**src/rtl/riscv_pkg.sv**
```systemverilog
// riscv_pkg: shared encodings for the riscv_uc control unit.
//   State codes (3-bit), opcode constants, alu_op codes, mux select codes
//   and the decoded instruction class type.
package riscv_pkg;
   localparam logic [2:0] S_RESET  = 3'd0;
   localparam logic [2:0] S_FETCH  = 3'd1;
   localparam logic [2:0] S_DECODE = 3'd2;
   localparam logic [2:0] S_EXEC   = 3'd3;
   localparam logic [2:0] S_MEM    = 3'd4;
   localparam logic [2:0] S_WB     = 3'd5;
   localparam logic [2:0] S_HALT   = 3'd6;
   localparam logic [6:0] OP_R      = 7'b0110011;
   localparam logic [6:0] OP_I      = 7'b0010011;
   localparam logic [6:0] OP_LOAD   = 7'b0000011;
   localparam logic [6:0] OP_STORE  = 7'b0100011;
   localparam logic [6:0] OP_BRANCH = 7'b1100011;
   localparam logic [1:0] ALU_ADD   = 2'b00;
   localparam logic [1:0] ALU_SUB   = 2'b01;
   localparam logic [1:0] ALU_FUNCT = 2'b10;
   localparam logic [1:0] SEL_RS2 = 2'd0;
   localparam logic [1:0] SEL_IMM = 2'd1;
   localparam logic [1:0] WB_ALU  = 2'd0;
   localparam logic [1:0] WB_MEM  = 2'd1;
   localparam logic [1:0] PC_INC  = 2'd0;
   localparam logic [1:0] ST_ALU  = 2'd0;
   localparam logic [1:0] ST_RS2  = 2'd1;
   typedef enum logic [2:0] {CLS_R, CLS_I, CLS_LOAD, CLS_STORE, CLS_BRANCH, CLS_ILL} cls_e;
endpackage

```
**src/rtl/riscv_uc_if.sv**
```systemverilog
// riscv_uc_if: control bus between riscv_uc (master) and the riscv_dp datapath (slave).
//   opcode/branch flow datapath -> control; strobes and mux selects flow control -> datapath.
interface riscv_uc_if;
   logic [6:0] opcode;
   logic       branch;
   logic       pc_load;
   logic       pc_reset;
   logic       mem_re;
   logic       mem_we;
   logic       reg_file_write;
   logic [1:0] alu_op;
   logic [1:0] select_mux_1;
   logic [1:0] select_mux_2;
   logic [1:0] select_mux_3;
   logic [1:0] select_mux_4;
   modport master (
      input  opcode, branch,
      output pc_load, pc_reset, mem_re, mem_we, reg_file_write,
             alu_op, select_mux_1, select_mux_2, select_mux_3, select_mux_4
   );
   modport slave (
      output opcode, branch,
      input  pc_load, pc_reset, mem_re, mem_we, reg_file_write,
             alu_op, select_mux_1, select_mux_2, select_mux_3, select_mux_4
   );
endinterface

```
**src/rtl/riscv_uc_decode.sv**
```systemverilog
// riscv_uc_decode: combinational opcode-to-class decode.
//   i_opcode: instruction [6:0]; o_cls: instruction class (CLS_ILL for unknown opcodes).
module riscv_uc_decode
   import riscv_pkg::*;
(
   input  logic [6:0] i_opcode,
   output cls_e       o_cls
);
   always_comb
      o_cls = i_opcode == OP_R      ? CLS_R      :
              i_opcode == OP_I      ? CLS_I      :
              i_opcode == OP_LOAD   ? CLS_LOAD   :
              i_opcode == OP_STORE  ? CLS_STORE  :
              i_opcode == OP_BRANCH ? CLS_BRANCH : CLS_ILL;
endmodule

```
**src/rtl/riscv_uc.sv**
```systemverilog
// riscv_uc: multicycle control unit sequencing each instruction for riscv_dp.
//   clk, reset (async, active-low); ctl: control bus (master side);
//   halted: high in HALT; instret: retired-instruction count (wraps).
module riscv_uc
   import riscv_pkg::*;
#(
   parameter bit HALT_ON_ILLEGAL = 1'b1,
   parameter int CNT_W           = 32
) (
   input  logic             clk,
   input  logic             reset,
   riscv_uc_if.master       ctl,
   output logic             halted,
   output logic [CNT_W-1:0] instret
);
   logic [2:0]       r_state;
   logic [2:0]       w_next;
   cls_e             r_cls;
   cls_e             w_cls;
   logic [CNT_W-1:0] r_instret;
   logic             w_ex, w_mem, w_wb, w_ld, w_st, w_ri, w_br;

   riscv_uc_decode u_dec (.i_opcode(ctl.opcode), .o_cls(w_cls));

   always_ff @(posedge clk or negedge reset)
      if (!reset) r_state <= S_RESET;
      else        r_state <= w_next;

   // every pc_load retires an instruction, so it doubles as the count enable
   always_ff @(posedge clk or negedge reset)
      if (!reset) begin
         r_cls     <= CLS_ILL;
         r_instret <= '0;
      end else begin
         if (r_state == S_DECODE) r_cls <= w_cls;
         if (ctl.pc_load) r_instret <= r_instret + CNT_W'(1);
      end

   // DECODE steers on the live decode since r_cls is only loaded on its exit edge;
   // a non-halting illegal still passes through an idle EXEC so a NOP costs 4 cycles
   always_comb begin
      w_next = r_state;
      case (r_state)
         S_RESET:  w_next = S_FETCH;
         S_FETCH:  w_next = S_DECODE;
         S_DECODE: w_next = (w_cls == CLS_ILL && HALT_ON_ILLEGAL) ? S_HALT : S_EXEC;
         S_EXEC:   w_next = w_br ? S_FETCH : (w_ld || w_st) ? S_MEM : S_WB;
         S_MEM:    w_next = w_ld ? S_WB : S_FETCH;
         S_WB:     w_next = S_FETCH;
         default:  w_next = S_HALT;
      endcase
   end

   assign w_ex  = r_state == S_EXEC;
   assign w_mem = r_state == S_MEM;
   assign w_wb  = r_state == S_WB;
   assign w_ld  = r_cls == CLS_LOAD;
   assign w_st  = r_cls == CLS_STORE;
   assign w_ri  = r_cls == CLS_R || r_cls == CLS_I;
   assign w_br  = r_cls == CLS_BRANCH;

   // MEM repeats EXEC's ALU controls so the address stays stable for the access
   always_comb begin
      ctl.pc_reset       = r_state == S_RESET;
      ctl.alu_op         = !(w_ex || w_mem) ? ALU_ADD : w_ri ? ALU_FUNCT : w_br ? ALU_SUB : ALU_ADD;
      ctl.select_mux_1   = (w_ex || w_mem) && (r_cls == CLS_I || w_ld || w_st) ? SEL_IMM : SEL_RS2;
      ctl.mem_re         = w_ld && (w_mem || w_wb);
      ctl.mem_we         = w_st && w_mem;
      ctl.select_mux_4   = w_st && w_mem ? ST_RS2 : ST_ALU;
      ctl.reg_file_write = w_wb && (w_ri || w_ld);
      ctl.select_mux_2   = w_wb && w_ld ? WB_MEM : WB_ALU;
      ctl.pc_load        = w_wb || (w_ex && w_br) || (w_mem && w_st);
      ctl.select_mux_3   = w_ex && w_br ? {1'b0, ctl.branch} : PC_INC;
      halted             = r_state == S_HALT;
   end

   assign instret = r_instret;
endmodule

```
**src/flat_wrapper.sv**
```systemverilog
// flat-port wrapper written by rule: the top's interface ports become plain ports
module riscv_uc_flat import riscv_pkg::*;
#(
   parameter bit HALT_ON_ILLEGAL = 1'b1,
   parameter int CNT_W           = 32
)
  (clk, reset, halted, instret, ctl_opcode, ctl_branch, ctl_pc_load, ctl_pc_reset, ctl_mem_re, ctl_mem_we, ctl_reg_file_write, ctl_alu_op, ctl_select_mux_1, ctl_select_mux_2, ctl_select_mux_3, ctl_select_mux_4);
  riscv_uc_if ctl_i ();
  input  logic clk;
  input  logic reset;
  output logic halted;
  output logic [CNT_W-1:0] instret;
  input wire logic [$bits(ctl_i.opcode)-1:0] ctl_opcode;
  input wire logic [$bits(ctl_i.branch)-1:0] ctl_branch;
  output wire logic [$bits(ctl_i.pc_load)-1:0] ctl_pc_load;
  output wire logic [$bits(ctl_i.pc_reset)-1:0] ctl_pc_reset;
  output wire logic [$bits(ctl_i.mem_re)-1:0] ctl_mem_re;
  output wire logic [$bits(ctl_i.mem_we)-1:0] ctl_mem_we;
  output wire logic [$bits(ctl_i.reg_file_write)-1:0] ctl_reg_file_write;
  output wire logic [$bits(ctl_i.alu_op)-1:0] ctl_alu_op;
  output wire logic [$bits(ctl_i.select_mux_1)-1:0] ctl_select_mux_1;
  output wire logic [$bits(ctl_i.select_mux_2)-1:0] ctl_select_mux_2;
  output wire logic [$bits(ctl_i.select_mux_3)-1:0] ctl_select_mux_3;
  output wire logic [$bits(ctl_i.select_mux_4)-1:0] ctl_select_mux_4;
  assign ctl_i.opcode = ctl_opcode;
  assign ctl_i.branch = ctl_branch;
  assign ctl_pc_load = ctl_i.pc_load;
  assign ctl_pc_reset = ctl_i.pc_reset;
  assign ctl_mem_re = ctl_i.mem_re;
  assign ctl_mem_we = ctl_i.mem_we;
  assign ctl_reg_file_write = ctl_i.reg_file_write;
  assign ctl_alu_op = ctl_i.alu_op;
  assign ctl_select_mux_1 = ctl_i.select_mux_1;
  assign ctl_select_mux_2 = ctl_i.select_mux_2;
  assign ctl_select_mux_3 = ctl_i.select_mux_3;
  assign ctl_select_mux_4 = ctl_i.select_mux_4;
  riscv_uc #(.HALT_ON_ILLEGAL(HALT_ON_ILLEGAL), .CNT_W(CNT_W)) u_core (.clk(clk), .reset(reset), .ctl(ctl_i), .halted(halted), .instret(instret));
endmodule
```
**config.mk**
```make
export PLATFORM = sky130hd
export DESIGN_NAME = riscv_uc_flat
export DESIGN_NICKNAME = d
export VERILOG_FILES = /design/src/rtl/riscv_pkg.sv /design/src/rtl/riscv_uc_if.sv /design/src/rtl/riscv_uc_decode.sv /design/src/rtl/riscv_uc.sv /design/src/flat_wrapper.sv
export SDC_FILE = /design/constraint.sdc
export NUM_CORES = 1
export LEC_CHECK = 0
export CAP_MARGIN = 20
export CORE_MARGIN = 5
export CORE_UTILIZATION = 39
export CTS_BUF_LIST = sky130_fd_sc_hd__clkbuf_16
export DETAILED_ROUTE_END_ITERATION = 10
export HOLD_SLACK_MARGIN = 0.02
export PLACE_DENSITY = 0.78
export SKIP_LAST_GASP = 1
export SLEW_MARGIN = 20
export SYNTH_ARGS = -nofsm -noshare
export SYNTH_HDL_FRONTEND = slang
export SYNTH_SLANG_ARGS = --single-unit
export TNS_END_PERCENT = 1
```
**constraint.sdc**
```tcl
create_clock -name clk -period 5.3 [get_ports clk]
set_input_delay 0.53 -clock clk [delete_from_list [all_inputs] [get_ports clk]]
set_output_delay 0.53 -clock clk [all_outputs]
set_load 0.01 [all_outputs]
```
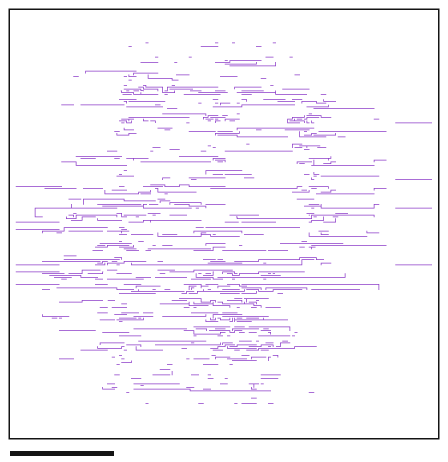
*M1 wires, run 1*
Scale bar: 20 um.
share of all routed wire: 45%
nets with wire on the layer: 225

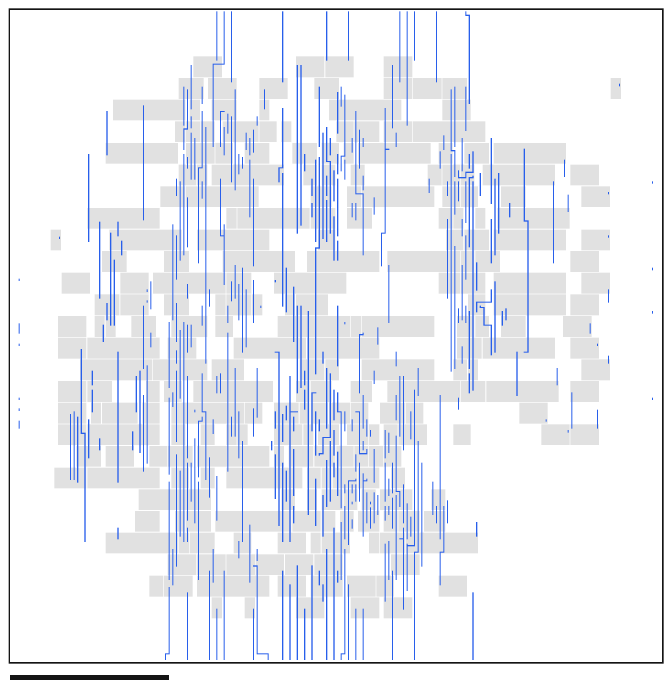
*Signal wires on met2, run 1*
Scale bar: 20 um. Cells faint in the background.
wire length on this layer: 2130 um
share of all routed wire: 48%

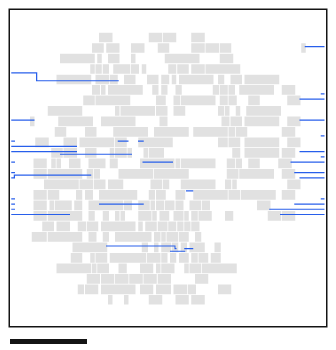
*Metal 3, run 1*
Scale bar: 20 um. Cells faint in the background.
share of all routed wire: 5.8%
main direction: horizontal
wire length on this layer: 258 um
longest straight run: 21.2 um
nets with wire on the layer: 31
Routed Wire Length: 4430 um
GR Util met3: 0.0439

==> run summary, run 1 <==
ANT cells: 0
Fin area: 2710 um^2
Power share of the combinational group: 0.031
Number of clock buffers in the layout: 5
Non-clk bufs: 53
Worst-margin pin slew: 0.808 ns
P_seq: 294 uW
Combinational gate area: 960 um^2
Largest area contributor in the netlist: dfrtp_1
I/O Pins: 58
Final design utilization: 0.533
Distinct lib cells: 43
Syn_area_per_cell: 10.2 um^2
Global route hottest layer: met2
Area leader share: 0.446
# rows: 26
Placed inst area: 2560 um^2
H-tree depth: 2
Flip-flops: 38
Via count: 1602
Post-CTS Setup Bufs: 0
Sw power: 121 uW
Critical Path AT: 2.35 ns
Comb power: 18.5 uW
Drt first pass iters: 4
CTS max path bufs: 2
CTS Buf Count: 5
Synth Seq Share: 0.472
CTS root buf: clkbuf_16
Critical path class: reg2out
Crit path time final: 2.88 ns
CTS tree: done
Status: complete, no violations
FF+latch area: 953 um^2
I/O Buffers: 53
Comb/total area: 0.355
Crit-path cells: or3b_1 -> or2_1 -> nand2_1 -> clkdlybuf4s50_1
Signal inverters: 10
Yosys reg bits: 38
Aoi share: 0.0732
Slew margin rel.: 0.461
Clock group power: 281 uW
Largest net degree at the start of global routing: 39
Die area: 6710 um^2
DR DRC count: 0
Post-route ant nets: 0
Final nets: 259
R2r setup slk: 2.97 ns
Simple-gate area share of the yosys netlist: 0.232
==> inputs of run 2 (changes only) <==
==> constraint.sdc (replaced) <==
create_clock -name clk -period 2.95 [get_ports clk]
set_input_delay 0.295 -clock clk [delete_from_list [all_inputs] [get_ports clk]]
set_output_delay 0.295 -clock clk [all_outputs]
set_load 0.01 [all_outputs]
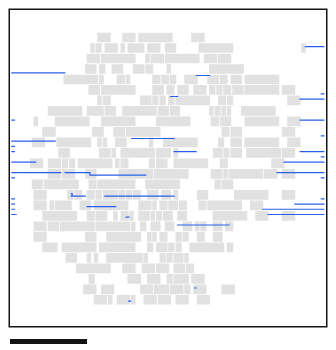
*Metal 3, run 2*
Scale bar: 20 um. Cells faint in the background.
nets with wire on the layer: 32
share of all routed wire: 5.1%
main direction: horizontal

==> run summary, run 2 <==
Routed Wire Length: 4420 um (was 4430 um)
Placed inst area: 2560 um^2 (unchanged)
Critical Path AT: 2.34 ns (was 2.35 ns)
Sw power: 217 uW (was 121 uW)
ANT cells: 0 (unchanged)
Power share of the combinational group: 0.032 (was 0.031)
Slew margin rel.: 0.340 (was 0.461)
Comb/total area: 0.355 (about the same)
Post-CTS Setup Bufs: 0 (unchanged)
Flip-flops: 38 (unchanged)
Combinational gate area: 956 um^2 (was 960 um^2)
Largest area contributor in the netlist: dfrtp_1 (unchanged)
Via count: 1596 (was 1602)
I/O Pins: 58 (unchanged)
Aoi share: 0.0732 (unchanged)
CTS max path bufs: 2 (unchanged)
GR Util met3: 0.0450 (was 0.0439)
Number of clock buffers in the layout: 5 (unchanged)
Syn_area_per_cell: 10.2 um^2 (unchanged)
Signal inverters: 10 (unchanged)
Global route hottest layer: met2 (unchanged)
Distinct lib cells: 43 (unchanged)
Clock group power: 499 uW (was 281 uW)
Crit-path cells: or3b_1 -> or2_1 -> nand2_1 -> clkdlybuf4s50_1 (unchanged)
H-tree depth: 2 (unchanged)
Die area: 6710 um^2 (unchanged)
DR DRC count: 0 (unchanged)
Synth Seq Share: 0.472 (unchanged)
CTS root buf: clkbuf_16 (unchanged)
Status: complete, no violations (unchanged)
Final design utilization: 0.531 (was 0.533)
R2r setup slk: 0.66 ns (was 2.97 ns)
CTS Buf Count: 5 (unchanged)
Worst-margin pin slew: 0.984 ns (was 0.808 ns)
P_seq: 528 uW (was 294 uW)
Simple-gate area share of the yosys netlist: 0.232 (unchanged)
Drt first pass iters: 4 (unchanged)
Critical path class: reg2out (unchanged)
# rows: 26 (unchanged)
Comb power: 33.4 uW (was 18.5 uW)
Final nets: 259 (unchanged)
No activity file was given, so power comes from the tool's default toggle rates.
